## src/rtl/htif_arbiter.sv

```systemverilog
// Round-robin arbiter/sequencer for the tohost write channel: serialises requester words,
// strobes tohost_we once per word, latches exit words and forwards console characters.
// Optional console timeout is built when HTIF_CONS_TIMEOUT_EN is defined.
module htif_arbiter #(
   parameter int NREQ  = 2,
   parameter int TMO_W = 8
) (
   input  logic                CLK,
   input  logic                RST,
   input  logic [NREQ-1:0]     req_valid,
   input  logic [NREQ*32-1:0]  req_data,
   output logic [NREQ-1:0]     req_ready,
   output logic                tohost_we,
   output logic [31:0]         tohost,
   output logic [2:0]          tohost_src,
   output logic                cons_valid,
   output logic [7:0]          cons_data,
   input  logic                cons_ready,
   output logic                halted,
   output logic [31:0]         exit_code,
   output logic                cons_err
);

   typedef enum logic [1:0] {IDLE, ISSUE, CONS, HALT} state_t;

   state_t      state_reg, state_next;
   logic [2:0]  ptr_reg, ptr_next;
   logic [31:0] tohost_reg;
   logic [2:0]  src_reg;
   logic        halted_reg;
   logic [31:0] exit_code_reg;
   logic        cons_err_reg;
   logic        tmo_fire;

   logic [7:0]  valid_ext;
   logic [31:0] word_arr [8];
   logic [3:0]  rot_idx;
   logic [2:0]  grant_idx;
   logic        grant_found;
   logic        accept;

   // Requesters are padded to eight lanes so the rotation can index with a fixed 3-bit value.
   genvar gi;
   generate
      for (gi = 0; gi < 8; gi++) begin : g_lane
         if (gi < NREQ) begin : g_used
            assign valid_ext[gi] = req_valid[gi];
            assign word_arr[gi]  = req_data[32*gi +: 32];
            assign req_ready[gi] = accept && (grant_idx == 3'(gi));
         end else begin : g_pad
            assign valid_ext[gi] = 1'b0;
            assign word_arr[gi]  = '0;
         end
      end
   endgenerate

   // First valid requester scanning ptr, ptr+1, ... modulo NREQ.
   always_comb begin
      grant_idx   = '0;
      grant_found = 1'b0;
      rot_idx     = '0;
      for (int k = 0; k < NREQ; k++) begin
         rot_idx = {1'b0, ptr_reg} + 4'(k);
         if (rot_idx >= 4'(NREQ))
            rot_idx = rot_idx - 4'(NREQ);
         if (!grant_found && valid_ext[rot_idx[2:0]]) begin
            grant_found = 1'b1;
            grant_idx   = rot_idx[2:0];
         end
      end
   end

   assign accept = (state_reg == IDLE) && grant_found;

   always_comb begin
      state_next = state_reg;
      ptr_next   = ptr_reg;
      case (state_reg)
         IDLE: begin
            if (accept) begin
               state_next = ISSUE;
               ptr_next   = (grant_idx == 3'(NREQ-1)) ? 3'd0 : grant_idx + 3'd1;
            end
         end
         ISSUE: begin
            state_next = tohost_reg[0] ? HALT : CONS;
         end
         CONS: begin
            if (cons_ready || tmo_fire)
               state_next = IDLE;
         end
         HALT: begin
            state_next = HALT;
         end
         default: begin
            state_next = IDLE;
         end
      endcase
   end

   always_ff @(posedge CLK or posedge RST) begin
      if (RST) begin
         state_reg <= IDLE;
         ptr_reg   <= '0;
      end else begin
         state_reg <= state_next;
         ptr_reg   <= ptr_next;
      end
   end

   always_ff @(posedge CLK or posedge RST) begin
      if (RST) begin
         tohost_reg    <= '0;
         src_reg       <= '0;
         halted_reg    <= 1'b0;
         exit_code_reg <= '0;
      end else begin
         if (accept) begin
            tohost_reg <= word_arr[grant_idx];
            src_reg    <= grant_idx;
         end
         if (state_reg == ISSUE && tohost_reg[0]) begin
            halted_reg    <= 1'b1;
            exit_code_reg <= tohost_reg;
         end
      end
   end

`ifdef HTIF_CONS_TIMEOUT_EN
   logic [TMO_W-1:0] tmo_cnt_reg;

   // Fire on the stalled cycle that would bring the counter to all-ones.
   assign tmo_fire = (state_reg == CONS) && !cons_ready &&
                     ((tmo_cnt_reg + TMO_W'(1)) == {TMO_W{1'b1}});

   always_ff @(posedge CLK or posedge RST) begin
      if (RST) begin
         tmo_cnt_reg  <= '0;
         cons_err_reg <= 1'b0;
      end else begin
         if (state_reg == ISSUE)
            tmo_cnt_reg <= '0;
         else if (state_reg == CONS && !cons_ready)
            tmo_cnt_reg <= tmo_cnt_reg + TMO_W'(1);
         if (tmo_fire)
            cons_err_reg <= 1'b1;
      end
   end
`else
   assign tmo_fire     = 1'b0;
   assign cons_err_reg = 1'b0;
`endif

   assign tohost_we  = (state_reg == ISSUE);
   assign tohost     = tohost_reg;
   assign tohost_src = src_reg;
   assign cons_valid = (state_reg == CONS);
   assign cons_data  = tohost_reg[15:8];
   assign halted     = halted_reg;
   assign exit_code  = exit_code_reg;
   assign cons_err   = cons_err_reg;

endmodule

```

## config.mk

```make
export PLATFORM = sky130hd
export DESIGN_NAME = htif_arbiter
export DESIGN_NICKNAME = d
export VERILOG_FILES = /design/src/rtl/htif_arbiter.sv
export SDC_FILE = /design/constraint.sdc
export NUM_CORES = 1
export LEC_CHECK = 0
export CAP_MARGIN = 20
export CORE_MARGIN = 1
export CORE_UTILIZATION = 42
export CTS_CLUSTER_DIAMETER = 200
export DETAILED_ROUTE_END_ITERATION = 16
export GPL_ROUTABILITY_DRIVEN = 0
export PLACE_DENSITY_LB_ADDON = 0.3
export SYNTH_ARGS = -nofsm -noshare
export SYNTH_HDL_FRONTEND = slang
export SYNTH_SLANG_ARGS = --single-unit
export TNS_END_PERCENT = 100
```

## constraint.sdc

```tcl
create_clock -name CLK -period 2.81 [get_ports CLK]
set_clock_uncertainty 0.2 [all_clocks]
set_input_delay 0.562 -clock CLK [delete_from_list [all_inputs] [get_ports CLK]]
set_output_delay 0.562 -clock CLK [all_outputs]
set_load 0.03 [all_outputs]
```

run_1/floorplan.png
Pins as bars on the die edge.
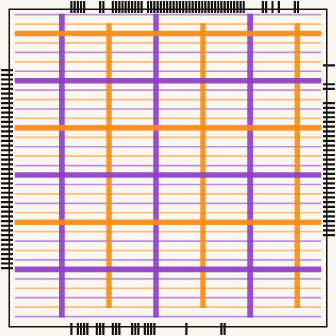
legend:
  purple:
    net: VSS
  orange:
    net: VDD
met5 straps: 6
rows: 32
signal pins: 150
met4 straps: 6
met1 rails: 33

run_1/class_map.png
The bar under the picture is 20 µm long.
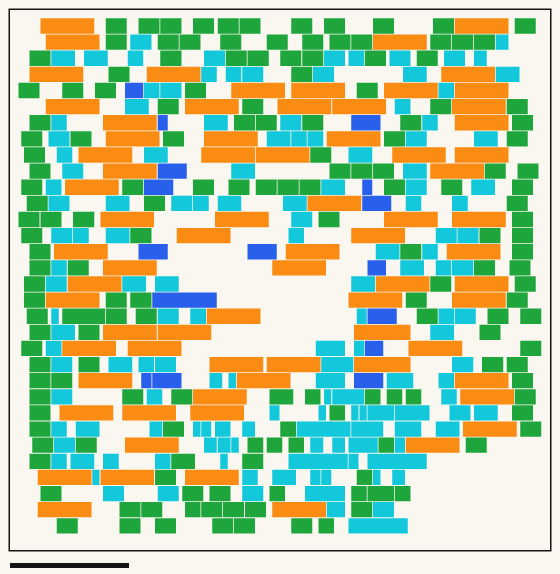
legend:
  orange:
    class: sequential cells
    cells: 73
    share_of_their_area: 37%
  blue:
    class: clock drivers and dummy loads
    cells: 16
    share_of_their_area: 3.9%
  green:
    class: remaining buffers and delay cells
    cells: 165
    share_of_their_area: 32%
  cyan:
    class: remaining logic cells
    cells: 143
    share_of_their_area: 27%

run_1/clock_wires.png
The bar under the picture is 20 µm long.
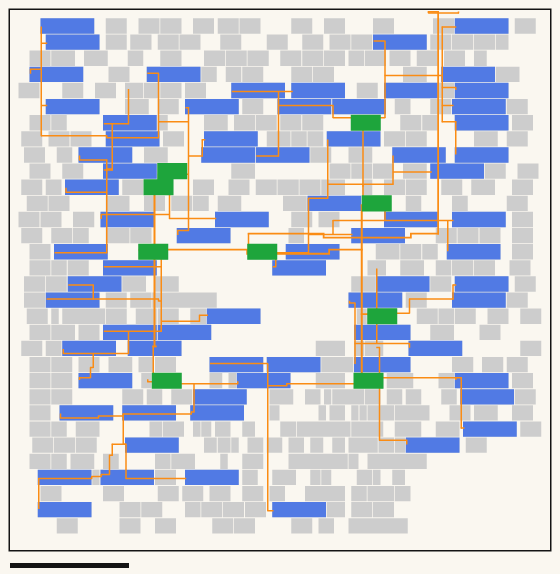
legend:
  blue:
    item: flip-flops
    count: 73
  green:
    item: clock-net drivers
    count: 9
  orange:
    item: clock wires
    length: 904 µm
routed clock nets: 10

==> results.yml, run 1 <==
# synthesis and place-and-route metrics
die:
  initCoreUtil_pct: 43.4
  die_w_um: 91.1
  ios: 150
  rows: 32
  n_tap_cell: 102
  die_h_um: 91.1
  die_area_mm2: 0.00830
  core_mm2: 0.00769
yosys:
  ys_cells: 242
  top_cell: "dfrtp_1"
  async_flop_share_pct: 100
  synthFlopType: "dfrtp_1"
  simple_gate_share_pct: 2.81
  ys_ff: 73
  synth_seq_share_pct: 54.8
  mux_share_pct: 11.9
  ys_types: 34
  yosys_warnings: 0
  yosysTopAreaCell: "dfrtp_1"
  syn_inst: 242
  synthesis.nets: 316
  topCellsByArea: "dfrtp_1 55%, a221o_1 9.6%, mux2_2 7.4%"
  ys_sh_xor_pct: 0.488
  edf_count: 0
  top_cells_by_count: "73 x dfrtp_1, 32 x a21boi_0, 32 x a221o_1"
  ys_sh_adder_pct: 1.88
  ys_area_mm2: 0.00333
  top_area_share_pct: 54.8
  avgSynthCellArea_um2: 13.8
  logic_family: "AND-OR/OR-AND gates"
  synthAoiAreaFrac_pct: 21.5
  syn_area_mm2: 0.00333
sta:
  setup_viol: 0
  hold_viol: 0
  tns_ns: 0
  maxClockFrequency_mhz: 367
  min_period_ns: 2.72
  holdWs_ns: 0.270
  finalCritPeriodShare_pct: 96.9
  setup_ws_ns: 0.0857
  maxSlewViolCount: 0
global_route:
  grt_util_met3_pct: 5.44
  grt_first_pass_wirelength_um: 13500
  grt_max_degree: 74
  overflow: 0
  busiest_layer: "met2"
  use_met1_pct: 25.5
  grt_pass1_vias: 2651
  grt.total_usage_pct: 20.9
  use_met2_pct: 35.9
  antenna_found_initial: 0
finish:
  layout.nets: 466
  seq_share_pct: 35.6
  nonClkBufAreaFrac_pct: 31.7
  comb_share_pct: 25.9
  flops: 73
  stdcell_count: 499
  nNonClkBuffers: 165
  inverters: 6
  largest_class: "sequential cells"
  fillers: 603
  clkCellAreaFrac_pct: 3.80
  fin_util_pct: 66.8
  num-multi-input-gates: 137
  final_area_mm2: 0.00513
  mi_logic_area_mm2: 0.00133
  final_layout_size_suffix_gt1_share_pct: 19.4
  synthToLayoutAreaGrowth_pct: 53.9
  nClkBuffers: 9
  flop_area_mm2: 0.00183
  diodes: 0
detailed_routing:
  num_vias: 2571
  routedWlPerCell_um: 16.7
  wl_met3_um: 582
  drtIter0Drc: 70
  drt-total-wl_um: 8350
  vias_per_cell: 5.15
  wl_met2_um: 4120
  routedLengthMet1_um: 3520
  antenna_left: 0
  top_layer: "met4"
  drc: 0
  drt_pre_antenna_iters: 4
clock_network:
  cts_resized: 6
  cts_tree: "built"
  clock.latency.late_pin_ns: 0.33
  root_buffer: "clkbuf_8"
  cts_buffers: 9
  post-cts-setup-buffer-count: 4
  cts_hold_buffers: 0
  path_clk_slew_ns: 0.08
  clock_sinks: 73
  h-tree-depth: 3
  cts_buffer_depth: 2
critical_path:
  slowest_delay_ns: 0.42
  critPathKind: "reg2out"
  crit_cells: 6
  crit_fanout: 3
  r2r_setup_slack_ns: 0.33
  worstPathCellList: "buf_4 > ha_1 > a21oi_1 > nor2b_1 > o41ai_4 > buf_6"
  endpoint: "req_ready[0]"
  path_delay_family: "AND-OR/OR-AND gates"
  crit_path_start: "ptr_reg[0]$_DFFE_PP0P_"
  cp.buffers_inverters: 2
  r2r-end: "tohost[18]$_DFFE_PP0P_"
  crit_arrival_ns: 1.96
  start_kind: "register"
  rr_startpoint: "ptr_reg[1]$_DFFE_PP0P_"
  cp_slowest_cell: "dfrtp_1"
  endpoint_kind: "output port"
  reg2reg_depth: 9
  crit_required_ns: 2.05
placed_design:
  io_buffers: 148
  dpl_cell_area_mm2: 0.00485
  place_hpwl_um: 5730
  dp.cells: 478
  pre_cts_ws_ns: 0.0644
hold_path:
  hold-path-cell-count: 1
  hold_end: "halted$_DFFE_PP0P_"
  min_from: "halted$_DFFE_PP0P_"
  hold_class: "reg2reg"
outcome:
  outcome: "completed"
job:
  drv_cap: 0
  tool_warnings: 29
pwr:
  power.leakage_nw: 2.34
  peakVddDrop_mv: 0.272
  power_density_mw_per_mm2: 387
  power_mw: 1.99
-- run 1: where the power goes --
| group | internal, mW | switching (mW) | leakage, nW |
|---|---|---|---|
| registers | 1.05 | 0.000000000000000165 | 1.00 |
| logic | 0.0890 | 0.0416 | 1.23 |
| clock network | 0.410 | 0.396 | 0.103 |
| total | 1.55 | 0.438 | 2.34 |
-- run 1: layout by cell type (no fill, tap or decap), types with 4 or more instances in the layout --
master,Yosys,layout
mux2_1,9,9
mux2_2,22,22
a221o_1,32,32
clkdlybuf4s50_1,0,145
a21oi_1,5,5
dfrtp_1,73,71
buf_4,9,16
a21boi_0,32,32
nand2_1,4,4
clkbuf_8,0,9
run_1/layers.png
Only two layers are drawn.
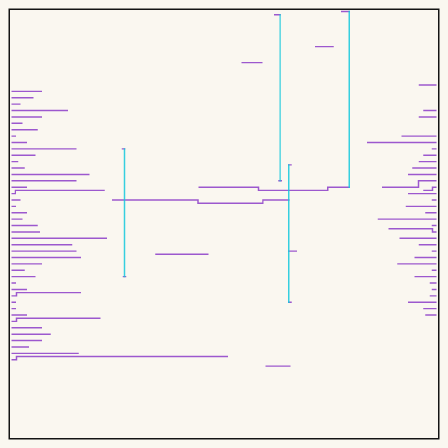

==> run 1 -> run 2 <==
--- a/config.mk
+++ b/config.mk
@@ -6,6 +6,7 @@
 export NUM_CORES = 1
 export LEC_CHECK = 0
 export CAP_MARGIN = 20
+export CORE_ASPECT_RATIO = 1.4
 export CORE_MARGIN = 1
 export CORE_UTILIZATION = 42
 export CTS_CLUSTER_DIAMETER = 200
run_2/layers.png
Only two layers are drawn.
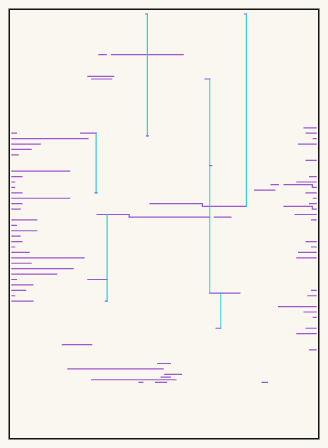
legend:
  cyan:
    layer: M4
    wire_length: 178 µm
  purple:
    layer: M3
    wire_length: 432 µm

==> results.yml, run 2 <==
# synthesis and place-and-route metrics
hold_path:
  hold_end: "halted$_DFFE_PP0P_"
  hold-path-cell-count: 1
  min_from: "halted$_DFFE_PP0P_"
  hold_class: "reg2reg"
die:
  die_w_um: 77.3
  core_mm2: 0.00770
  die_area_mm2: 0.00830
  n_tap_cell: 100
  rows: 38
  ios: 150
clock_network:
  root_buffer: "clkbuf_8"
  cts_resized: 7
  cts_hold_buffers: 0
  cts_tree: "built"
  cts_buffer_depth: 2
  path_clk_slew_ns: 0.07
  post-cts-setup-buffer-count: 3
finish:
  layout.nets: 465
  stdcell_count: 496
  synthToLayoutAreaGrowth_pct: 55.3
  nNonClkBuffers: 164
  comb_share_pct: 25.9
  final_layout_size_suffix_gt1_share_pct: 19.2
  inverters: 6
  num-multi-input-gates: 137
  diodes: 0
  nonClkBufAreaFrac_pct: 31.5
  largest_class: "sequential cells"
  seq_share_pct: 35.3
  final_common_cell: "clkdlybuf4s50_1"
  fillers: 610
  fin_util_pct: 67.2
  flops: 73
  flop_area_mm2: 0.00183
  mi_logic_area_mm2: 0.00134
placed_design:
  place_hpwl_um: 6120
  dp.cells: 476
  dpl_cell_area_mm2: 0.00486
  pre_cts_ws_ns: -0.00740
critical_path:
  path_delay_family: "AND-OR/OR-AND gates"
  rr_startpoint: "ptr_reg[1]$_DFFE_PP0P_"
  cp.buffers_inverters: 1
  crit_required_ns: 2.05
  r2r-end: "tohost[11]$_DFFE_PP0P_"
  reg2reg_depth: 9
  endpoint: "req_ready[1]"
  critPathKind: "reg2out"
  slowest_delay_ns: 0.46
job:
  drv_cap: 0
  tool_warnings: 30
yosys:
  ys_types: 34
  topCellsByArea: "dfrtp_1 55%, a221o_1 9.6%, mux2_2 7.4%"
  top_cell: "dfrtp_1"
  edf_count: 0
  async_flop_share_pct: 100
  synth_seq_share_pct: 54.8
  synthFlopType: "dfrtp_1"
  ys_ff: 73
  syn_inst: 242
  synthesis.nets: 316
  ys_area_mm2: 0.00333
  top_cells_by_count: "73 x dfrtp_1, 32 x a21boi_0, 32 x a221o_1"
  yosysTopAreaCell: "dfrtp_1"
  yosys_warnings: 0
outcome:
  outcome: "completed"
sta:
  maxSlewViolCount: 0
  finalCritPeriodShare_pct: 96.9
  hold_viol: 0
  setup_ws_ns: 0.0874
  maxClockFrequency_mhz: 367
  tns_ns: 0
  holdWs_ns: 0.268
global_route:
  overflow: 0
  grt_pass1_vias: 2733
  grt_first_pass_wirelength_um: 14000
  antenna_found_initial: 0
detailed_routing:
  drt-total-wl_um: 8720
  top_layer: "met4"
  drtIter0Drc: 134
  antenna_left: 0
  wl_met3_um: 432
  routedWlPerCell_um: 17.6
  drt_pre_antenna_iters: 5
  wl_met2_um: 4830
  drc: 0
pwr:
  power.net_switching_uw: 420
  peakVddDrop_mv: 0.257
[run 2: power groups by stage]
stage,Sequential (mW),Clock (mW),Combinational (mW)
after floorplan,1.07,0,0.0248
after global placement,1.07,0,0.134
after detailed placement,1.07,0,0.136
after CTS,1.05,0.937,0.137
after global routing,1.05,0.985,0.146
final,1.05,0.922,0.135
[run 2: cells by family (layout without fill, tap and decap cells)]
| kind of cell | Yosys count | after routing | synth area share (%) |
|---|---|---|---|
| XOR/XNOR | 1 | 1 | 0.488 |
| AND/OR/NAND/NOR | 17 | 17 | 2.81 |
| other | 1 | 1 | 0.112 |
| AND-OR/OR-AND | 78 | 78 | 21.5 |
| buffers and inverters | 32 | 186 | 6.45 |
| flip-flops | 73 | 73 | 54.8 |
| adder cells (fa/ha/maj) | 5 | 5 | 1.88 |
| multiplexers | 35 | 35 | 11.9 |
No activity file was given, so power comes from the tool's default toggle rates.
